Run 1, wiring heat map:
The bar under the picture is 20 um long. The die is cut into 20 by 10 equal tiles; black is low, pale yellow is high, scaled to the fullest tile. Values are wire area over tile area, all layers added.
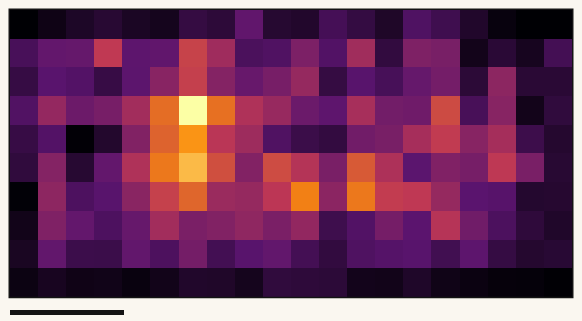
Run 1, cell outlines without signal wires:
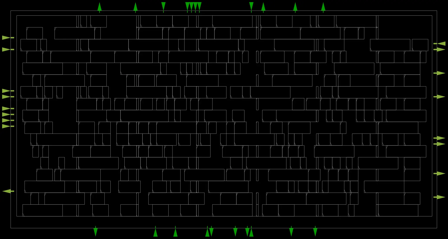
Run 1, routed metal, one color a layer:
The bar under the picture is 20 um long. Two of the layers only.
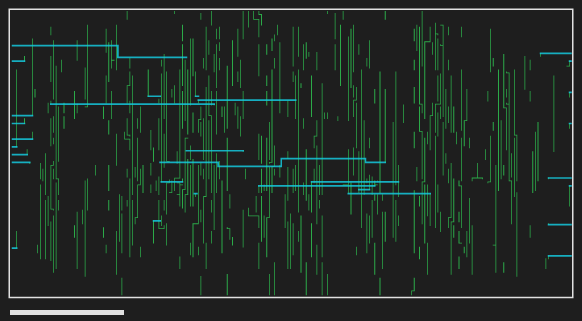
File: src/rtl/rsub_divider_pkg.sv
// Shared definitions for the repeated-subtraction divider: controller state
// encoding and the divide-by-zero quotient pattern.
package div_pkg;

    typedef enum logic [1:0] {
        IDLE = 2'd0,
        SUB  = 2'd1,
        DONE = 2'd2
    } state_t;

    // All-ones quotient reported on divide-by-zero (reads as -1 in signed mode).
    function automatic logic [63:0] DBZ_QUOTIENT(input int width);
        if (width >= 64)
            return '1;
        return (64'd1 << width) - 64'd1;
    endfunction

endpackage

File: src/rtl/rsub_divider_if.sv
// Host <-> divider handshake: start pulse with operands in, busy/done and
// registered results out.
interface rsub_divider_if #(
    parameter int WIDTH = 8
);
    logic             start;
    logic [WIDTH-1:0] dividend;
    logic [WIDTH-1:0] divisor;
    logic             busy;
    logic             done;
    logic [WIDTH-1:0] quotient;
    logic [WIDTH-1:0] remainder;
    logic             dbz;

    modport master (
        output start, dividend, divisor,
        input  busy, done, quotient, remainder, dbz
    );

    modport slave (
        input  start, dividend, divisor,
        output busy, done, quotient, remainder, dbz
    );
endinterface

File: src/rtl/rsub_divider_datapath.sv
// Working registers R/D/Q, subtractor, comparator and result registers.
// Optional macro RSUB_DIVIDER_SIGNED_EN adds magnitude pre-conditioning and
// sign post-conditioning (truncating division); otherwise purely unsigned.
module rsub_datapath
    import div_pkg::*;
#(
    parameter int WIDTH = 8
) (
    input  logic             clk,
    input  logic             rst,
    input  logic             load,
    input  logic             sub_en,
    input  logic             commit,
    input  logic             dbz_sel,
    input  logic [WIDTH-1:0] dividend,
    input  logic [WIDTH-1:0] divisor,
    output logic             ge,
    output logic [WIDTH-1:0] quotient,
    output logic [WIDTH-1:0] remainder
);
    localparam logic [WIDTH-1:0] DBZ_Q = WIDTH'(DBZ_QUOTIENT(WIDTH));

    logic [WIDTH-1:0] r, d, q;
    logic [WIDTH-1:0] a_in, b_in;
    logic [WIDTH-1:0] q_fix, r_fix;

`ifdef RSUB_DIVIDER_SIGNED_EN
    logic neg_q, neg_r;

    // Magnitude of a two's complement value; -2^(WIDTH-1) maps to itself,
    // which is the correct unsigned magnitude.
    function automatic logic [WIDTH-1:0] mag(input logic [WIDTH-1:0] v);
        return v[WIDTH-1] ? (~v + WIDTH'(1)) : v;
    endfunction

    assign a_in  = mag(dividend);
    assign b_in  = mag(divisor);
    assign q_fix = neg_q ? (~q + WIDTH'(1)) : q;
    assign r_fix = neg_r ? (~r + WIDTH'(1)) : r;

    // Operand signs captured at start decide the result signs at commit.
    always_ff @(posedge clk or posedge rst) begin
        if (rst) begin
            neg_q <= 1'b0;
            neg_r <= 1'b0;
        end else if (load) begin
            neg_q <= dividend[WIDTH-1] ^ divisor[WIDTH-1];
            neg_r <= dividend[WIDTH-1];
        end
    end
`else
    assign a_in  = dividend;
    assign b_in  = divisor;
    assign q_fix = q;
    assign r_fix = r;
`endif

    assign ge = (r >= d);

    // Working registers: load operands, then one subtraction per enabled cycle.
    always_ff @(posedge clk or posedge rst) begin
        if (rst) begin
            r <= '0;
            d <= '0;
            q <= '0;
        end else if (load) begin
            r <= a_in;
            d <= b_in;
            q <= '0;
        end else if (sub_en) begin
            r <= r - d;
            q <= q + WIDTH'(1);
        end
    end

    // Result registers update only on commit and otherwise hold the last result.
    always_ff @(posedge clk or posedge rst) begin
        if (rst) begin
            quotient  <= '0;
            remainder <= '0;
        end else if (commit) begin
            quotient  <= dbz_sel ? DBZ_Q : q_fix;
            remainder <= r_fix;
        end
    end
endmodule

File: src/rtl/rsub_divider.sv
// Repeated-subtraction divider: IDLE/SUB/DONE controller driving rsub_datapath.
// Optional macro RSUB_DIVIDER_SIGNED_EN selects two's complement operands.
module rsub_divider
    import div_pkg::*;
#(
    parameter int WIDTH = 8
) (
    input  logic                clk,
    input  logic                rst,
    rsub_divider_if.slave       bus
);
    state_t           state;
    logic             busy_r, done_r, dbz_r;
    logic             dbz_pend;
    logic             ge;
    logic             load, sub_en, commit;
    logic [WIDTH-1:0] quotient, remainder;

    // A zero divisor still spends one cycle in SUB (no subtraction) so that
    // divide-by-zero has the same two-edge latency as a zero quotient.
    assign load   = (state == IDLE) && bus.start;
    assign commit = (state == SUB) && (dbz_pend || !ge);
    assign sub_en = (state == SUB) && !dbz_pend && ge;

    // Controller FSM with registered handshake outputs.
    always_ff @(posedge clk or posedge rst) begin
        if (rst) begin
            state    <= IDLE;
            busy_r   <= 1'b0;
            done_r   <= 1'b0;
            dbz_r    <= 1'b0;
            dbz_pend <= 1'b0;
        end else begin
            case (state)
                IDLE: begin
                    done_r <= 1'b0;
                    if (bus.start) begin
                        busy_r   <= 1'b1;
                        dbz_pend <= (bus.divisor == '0);
                        state    <= SUB;
                    end
                end
                SUB: begin
                    if (dbz_pend || !ge) begin
                        busy_r <= 1'b0;
                        done_r <= 1'b1;
                        dbz_r  <= dbz_pend;
                        state  <= DONE;
                    end
                end
                DONE: begin
                    done_r <= 1'b0;
                    state  <= IDLE;
                end
                default: state <= IDLE;
            endcase
        end
    end

    rsub_datapath #(.WIDTH(WIDTH)) u_dp (
        .clk       (clk),
        .rst       (rst),
        .load      (load),
        .sub_en    (sub_en),
        .commit    (commit),
        .dbz_sel   (dbz_pend),
        .dividend  (bus.dividend),
        .divisor   (bus.divisor),
        .ge        (ge),
        .quotient  (quotient),
        .remainder (remainder)
    );

    assign bus.busy      = busy_r;
    assign bus.done      = done_r;
    assign bus.dbz       = dbz_r;
    assign bus.quotient  = quotient;
    assign bus.remainder = remainder;
endmodule

File: src/flat_wrapper.sv
// flat-port wrapper written by rule: the top's interface ports become plain ports
module rsub_divider_flat import div_pkg::*;
#(
    parameter int WIDTH = 8
)
  (clk, rst, bus_start, bus_dividend, bus_divisor, bus_busy, bus_done, bus_quotient, bus_remainder, bus_dbz);
  rsub_divider_if #(.WIDTH(WIDTH)) bus_i ();
  input  logic clk;
  input  logic rst;
  input wire logic [$bits(bus_i.start)-1:0] bus_start;
  input wire logic [$bits(bus_i.dividend)-1:0] bus_dividend;
  input wire logic [$bits(bus_i.divisor)-1:0] bus_divisor;
  output wire logic [$bits(bus_i.busy)-1:0] bus_busy;
  output wire logic [$bits(bus_i.done)-1:0] bus_done;
  output wire logic [$bits(bus_i.quotient)-1:0] bus_quotient;
  output wire logic [$bits(bus_i.remainder)-1:0] bus_remainder;
  output wire logic [$bits(bus_i.dbz)-1:0] bus_dbz;
  assign bus_i.start = bus_start;
  assign bus_i.dividend = bus_dividend;
  assign bus_i.divisor = bus_divisor;
  assign bus_busy = bus_i.busy;
  assign bus_done = bus_i.done;
  assign bus_quotient = bus_i.quotient;
  assign bus_remainder = bus_i.remainder;
  assign bus_dbz = bus_i.dbz;
  rsub_divider #(.WIDTH(WIDTH)) u_core (.clk(clk), .rst(rst), .bus(bus_i));
endmodule
File: config.mk
export PLATFORM = sky130hd
export DESIGN_NAME = rsub_divider_flat
export DESIGN_NICKNAME = d
export VERILOG_FILES = /design/src/rtl/rsub_divider_pkg.sv /design/src/rtl/rsub_divider_if.sv /design/src/rtl/rsub_divider_datapath.sv /design/src/rtl/rsub_divider.sv /design/src/flat_wrapper.sv
export SDC_FILE = /design/constraint.sdc
export NUM_CORES = 1
export LEC_CHECK = 0
export CORE_ASPECT_RATIO = 0.5
export CORE_UTILIZATION = 50
export CTS_BUF_LIST = sky130_fd_sc_hd__clkbuf_8
export CTS_CLUSTER_DIAMETER = 30
export DETAILED_ROUTE_END_ITERATION = 10
export GPL_ROUTABILITY_DRIVEN = 0
export PLACE_DENSITY_LB_ADDON = 0.05
export SLEW_MARGIN = 20
export SYNTH_ARGS = -nofsm -noshare
export SYNTH_HDL_FRONTEND = slang
export SYNTH_SLANG_ARGS = --single-unit
File: constraint.sdc
create_clock -name clk -period 2.8 [get_ports clk]
set_input_delay 0.28 -clock clk [delete_from_list [all_inputs] [get_ports clk]]
set_output_delay 0.28 -clock clk [all_outputs]
set_load 0.05 [all_outputs]
==> flow_summary.yaml, run 1 <==
# implementation run metrics
run_status:
  outcome: "completed"
layout:
  final-comb-area_um2: 1056
  postLayoutCellArea_um2: 2849
  share_of_final_layout_standard_cells_stronger_than_drive_strength_1: 0.09470
  layout-area-overhead-vs-synth_pct: 23.21
  register_area_um2: 1151
place:
  placement_cell_area_um2: 2739
  numPlacedInstances: 313
logic_synthesis:
  top_comb_family_area: "AND-OR/OR-AND gates"
  muxShareOfSynthArea: 0.07143
  ys_sh_xor: 0.01894
  synth_seq_share: 0.4978
  topCellsByArea: "sky130_fd_sc_hd__dfrtp_1, sky130_fd_sc_hd__ha_1, sky130_fd_sc_hd__nand2_1"
  yosysWarnings: 0
  ys_sh_aoi: 0.1797
  synth_simple_gate_area_share: 0.1293
  ys_cells: 225
global_routing:
  antenna_violations_before_repair: 0
  first_global_vias: 1782
  grt_max_degree: 47
final_timing:
  setup_viol: 0
  hold_viol_final: 0
  timing.max_slew.rel_slack: 0.3581
worst_setup_path:
  worst_ep_arrival_time_ns: 2.77
  critical_path.most_common_cell: "sky130_fd_sc_hd__inv_1"
  cp_slowest_cell: "sky130_fd_sc_hd__dfrtp_1"
  startpoint: "u_core.u_dp.r[0]"
  critical_path.max_fanout: 13
min_path:
  min-delay-path-class: "flop to flop"
  worst_hold_path.endpoint: "u_core.u_dp.d[0]"
  worstHoldPathCells: 2
floorplan:
  core-area_um2: 4424
clocking:
  total_cts_buffers: 5
  clock_insertion_delay_worst_skew_ns: 0.30
detailed_routing:
  avgViaCountPerCell: 5.688
  drt_iter0_markers: 100
flow_run:
  cap_violations: 0
-- 'wiring heat map' (at the start) --
densest ninth of the die: center
tiles over half the peak: 11%
mean over tiles: 0.16
nearly empty tiles: 4.0%
fullest tile: 0.60

-- 'cell outlines without signal wires' (at the start) --
post-layout util: 0.6439
number of well-tap cells placed: 57
non-filler cells, final: 321
cell row count: 17

-- 'routed metal, one color a layer' (at the start) --
legend:
  cyan:
    layer: metal 3
    wire_length: 225 um
  green:
    layer: metal 2
    wire_length: 2,220 um
count of vias placed by the detailed router: 1,826
overall routed net length: 4983 um
routed len/inst: 15.52 um
combined global-route utilization of all metal layers: 0.2322

-- run 1: metal layers --
layer | up-vias | GRT usage | routed length (um)
met5 | - | 0 | 0
met4 | 0 | 0.07463 | 55
met3 | 7 | 0.05674 | 224
met2 | 39 | 0.3568 | 2217
met1 | 895 | 0.3249 | 2486
li1 | 885 | - | -
-- run 1: area by class of cell --
| class | count | share of cell area |
|---|---|---|
| clock inverter | 3 | 0.01449 |
| inverter | 14 | 0.01845 |
| sequential | 46 | 0.4040 |
| timing repair buffer | 42 | 0.1432 |
| tap | 57 | 0.02503 |
| multi-input combinational | 154 | 0.3707 |
| clock buffer | 5 | 0.02415 |
Run 1, the metal 1 layer:
The bar under the picture is 20 um long. Supply wires on this layer in gray.
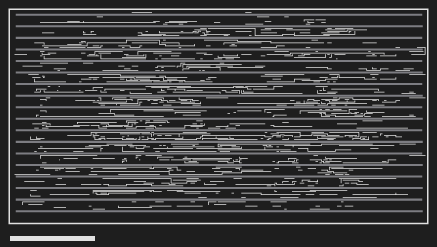

## Run 2: what changed since run 1
Settings changed: REMOVE_ABC_BUFFERS set to 1.
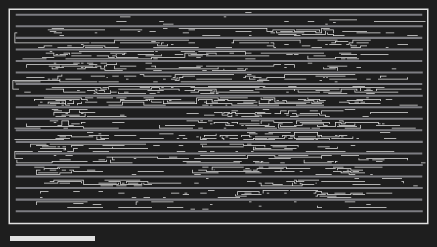
Run 2: the metal 1 layer
The bar under the picture is 20 um long. Supply wires on this layer in gray.
share of all routed wire: 51%
longest straight run: 28.5 um
wire length on this layer: 2,530 um
nets with wire on the layer: 268
main direction: horizontal

==> run 2 against run 1 <==
  * The run now ends with DRC left
  * Critical path depth did not move
  * Final cell count did not move
  * Clock skew is 0.0020 ns lower
  * Count of clock-buffer cells in the layout grew 3
  * Sequential share of layout area stayed put
  * First-iteration DRC count down 15%
  * Via count decreased by 2.8%
  * Critical path type unchanged
==> flow_summary.yaml, run 2 <==
# implementation run metrics
run_status:
  outcome: "finished, violations left"
  failed_checks: "DRC"
logic_synthesis:
  ys_cells: 225
  topCellsByArea: "sky130_fd_sc_hd__dfrtp_1, sky130_fd_sc_hd__ha_1, sky130_fd_sc_hd__nand2_1"
  yosysWarnings: 0
floorplan:
  placement_rows: 17
  core-area_um2: 4424
global_routing:
  grt_max_degree: 35
  globalRoute.busiestLayer: "met2"
  met2_usage: 0.3721
  first_global_vias: 1834
  antenna_violations_before_repair: 0
  use_met3: 0.05390
  grt_use_met1: 0.3206
  grt_use_total: 0.2323
worst_setup_path:
  worst_ep_arrival_time_ns: 2.80
  startpoint: "u_core.u_dp.r[0]"
  cp_slowest_cell: "sky130_fd_sc_hd__fa_1"
  critical_path.most_common_cell: "sky130_fd_sc_hd__inv_1"
layout:
  postLayoutCellArea_um2: 2849
  finish.utilization: 0.6439
  register_area_um2: 1151
  final_cells: 321
  layout-area-overhead-vs-synth_pct: 23.21
  final-comb-area_um2: 1056
min_path:
  min-delay-path-class: "input port to asynchronous set/reset pin"
detailed_routing:
  wl_met1_um: 2528
  dr.max_layer_used: "met4"
  finalWirelength_um: 4939
  drc: 1
  drt_iter0_markers: 85
  num_vias: 1775
place:
  numPlacedInstances: 313
  placement_cell_area_um2: 2739
clocking:
  total_cts_buffers: 5
final_timing:
  timing.max_slew.rel_slack: 0.3651
  hold_viol_final: 0
flow_run:
  cap_violations: 0
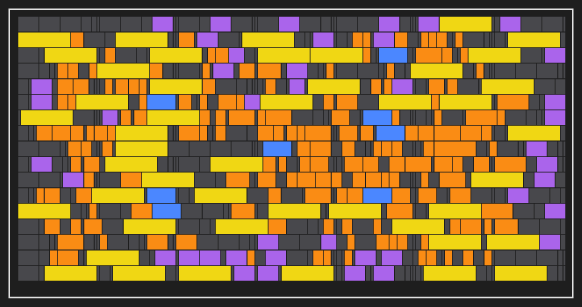
Run 2: cell classes on the final placement
Fill, decap, tap and diode cells in gray.
legend:
  yellow:
    class: sequential cells
    cells: 46
    share_of_their_area: 41%
  blue:
    class: clock drivers and dummy loads
    cells: 8
    share_of_their_area: 4.0%
  orange:
    class: combinational and other logic
    cells: 168
    share_of_their_area: 40%
  purple:
    class: remaining buffers and delay cells
    cells: 42
    share_of_their_area: 15%

[run 2: cell families (layout without fill, tap and decap cells)]
kind of cell / Yosys count / count (layout) / synth area share
xor gates and xnor gates: 5 / 5 / 0.01894
adders and majority gates: 10 / 10 / 0.05736
muxes: 14 / 14 / 0.07143
buffers and inverters: 25 / 64 / 0.04545
DFF: 46 / 46 / 0.4978
AOI/OAI and AO/OA: 62 / 62 / 0.1797
and+or+nand+nor: 63 / 63 / 0.1293
[run 2: area by class of cell]
class / instances / area share
clock buffer: 8 / 0.03865
inverter: 14 / 0.01845
multi-input combinational: 154 / 0.3707
sequential: 46 / 0.4040
tap: 57 / 0.02503
timing repair buffer: 42 / 0.1432
Run 2, routed metal, one color a layer:
The bar under the picture is 20 um long. Two of the layers only.
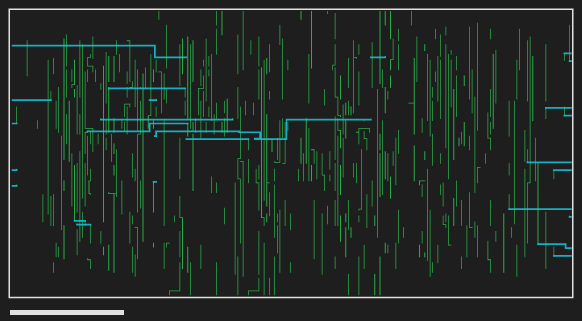

## Run 3: what changed since run 2
Settings changed: CORE_MARGIN set to 2.
Clock period 2.8 ns to 2.2 ns, I/O delays scaled along.
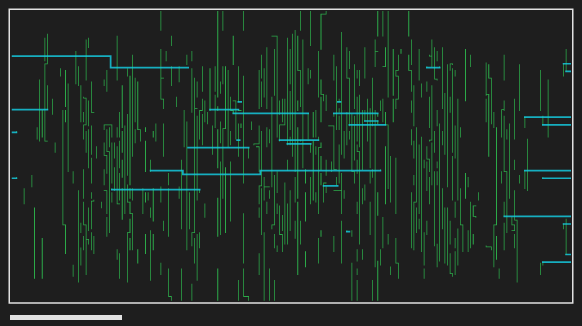
Run 3: routed metal, one color a layer
The bar under the picture is 20 um long. Two of the layers only.
legend:
  cyan:
    layer: metal 3
    wire_length: 207 um
  green:
    layer: metal 2
    wire_length: 2,530 um
combined global-route utilization of all metal layers: 0.2114
overall routed net length: 5502 um
routed len/inst: 16.13 um

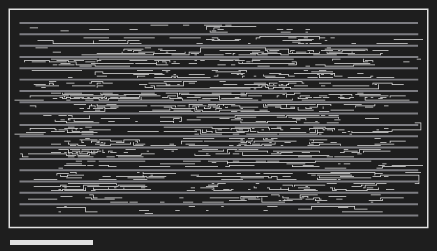
Run 3: the metal 1 layer
The bar under the picture is 20 um long. Supply wires on this layer in gray.
nets with wire on the layer: 295
share of all routed wire: 49%

==> run 3 against run 2 <==
  * The run ends with setup timing left
  * Critical path depth stayed put
  * Count of clock-buffer cells in the layout shrank 2
  * Final area up 9.5%
  * Setup slack worse by 0.19 ns
  * Clock skew grew 0.0037 ns
  * Critical path type unchanged
  * Highest routed layer unchanged
==> flow_summary.yaml, run 3 <==
# implementation run metrics
run_status:
  outcome: "finished, violations left"
  failed_checks: "setup timing"
detailed_routing:
  dr.max_layer_used: "met4"
  drt-pass1-iter-count: 4
  drc: 0
  wl_met1_um: 2718
  drt_iter0_markers: 150
  met2RoutedLength_um: 2529
final_timing:
  post_route_worst_setup_slack_ns: -0.01067
  setup_viol: 2
  timing.max_slew.rel_slack: 0.6141
place:
  numPlacedInstances: 324
  portBuffers: 37
  placement_cell_area_um2: 2834
  hpwl_um: 3558
layout:
  dominant_cells: "multi-input combinational cells"
  final.signal_inverter_count: 15
  layout.clock.cell_area_share: 0.02928
  number_of_flip_flops_and_latches: 46
  finish.utilization: 0.7050
  fillerInstances: 340
  postLayoutCellArea_um2: 3119
  final_cells: 341
  nNetsFinal: 312
  register_area_um2: 1151
  final-comb-area_um2: 1157
  final.signal_buffer_count: 61
  layout-area-overhead-vs-synth_pct: 34.90
  num-multi-input-gates: 154
  non_clock_buffer_area_share: 0.1873
  seq-cell-share: 0.3690
  combAreaFraction: 0.3710
floorplan:
  core-area_um2: 4424
  tap_cells: 57
  placement_rows: 17
clocking:
  clock-root-buffer: "sky130_fd_sc_hd__clkbuf_8"
  total_cts_buffers: 5
global_routing:
  first_global_vias: 1830
  antenna_violations_before_repair: 0
  globalRoute.busiestLayer: "met2"
  met2_usage: 0.3367
  grt_use_met1: 0.2979
  grt_max_degree: 47
  use_met3: 0.05376
logic_synthesis:
  ys_cells: 225
  synth_cell_types: 44
  synth_cells: 225
  syn-cell-area_um2: 2312
  yosysWarnings: 0
  synth.ff_latch_count: 46
  topCellsByArea: "sky130_fd_sc_hd__dfrtp_1, sky130_fd_sc_hd__ha_1, sky130_fd_sc_hd__nand2_1"
  synth-edff-count: 0
worst_setup_path:
  cp_slowest_cell: "sky130_fd_sc_hd__dfrtp_1"
  startpoint: "u_core.u_dp.r[0]"
  worst_ep_arrival_time_ns: 2.38
  setup.worst_path.end_class: "flop"
  worstReg2RegStart: "u_core.u_dp.r[0]"
flow_run:
  openroad.warnings: 27
  cap_violations: 0
min_path:
  min-delay-path-class: "input port to asynchronous set/reset pin"
run 3: cell counts after synthesis:
No cell type changed its count.
run 3: cells by family after synthesis:
kind of cell,after synthesis,share of synthesized area
AND/OR/NAND/NOR,63,0.1293
multiplexers,14,0.07143
AND-OR/OR-AND,62,0.1797
adder cells (fa/ha/maj),10,0.05736
flip-flops,46,0.4978
buffers and inverters,25,0.04545
XOR/XNOR,5,0.01894
run 3: repair_timing:
action,CTS,global route
pin swaps,1,5
setup buffers,1,5
gates cloned,0,3
gates resized,3,22
hold buffers,0,0
endpoints found under the setup margin,14,30
run 3: critical path, delay by kind of cell (launching register included):
kind / cells / cell delay, ns
AOI/OAI and AO/OA: 4 / 0.79
adders and majority gates: 2 / 0.54
DFF: 1 / 0.39
buffers and inverters: 3 / 0.28
and+or+nand+nor: 1 / 0.09
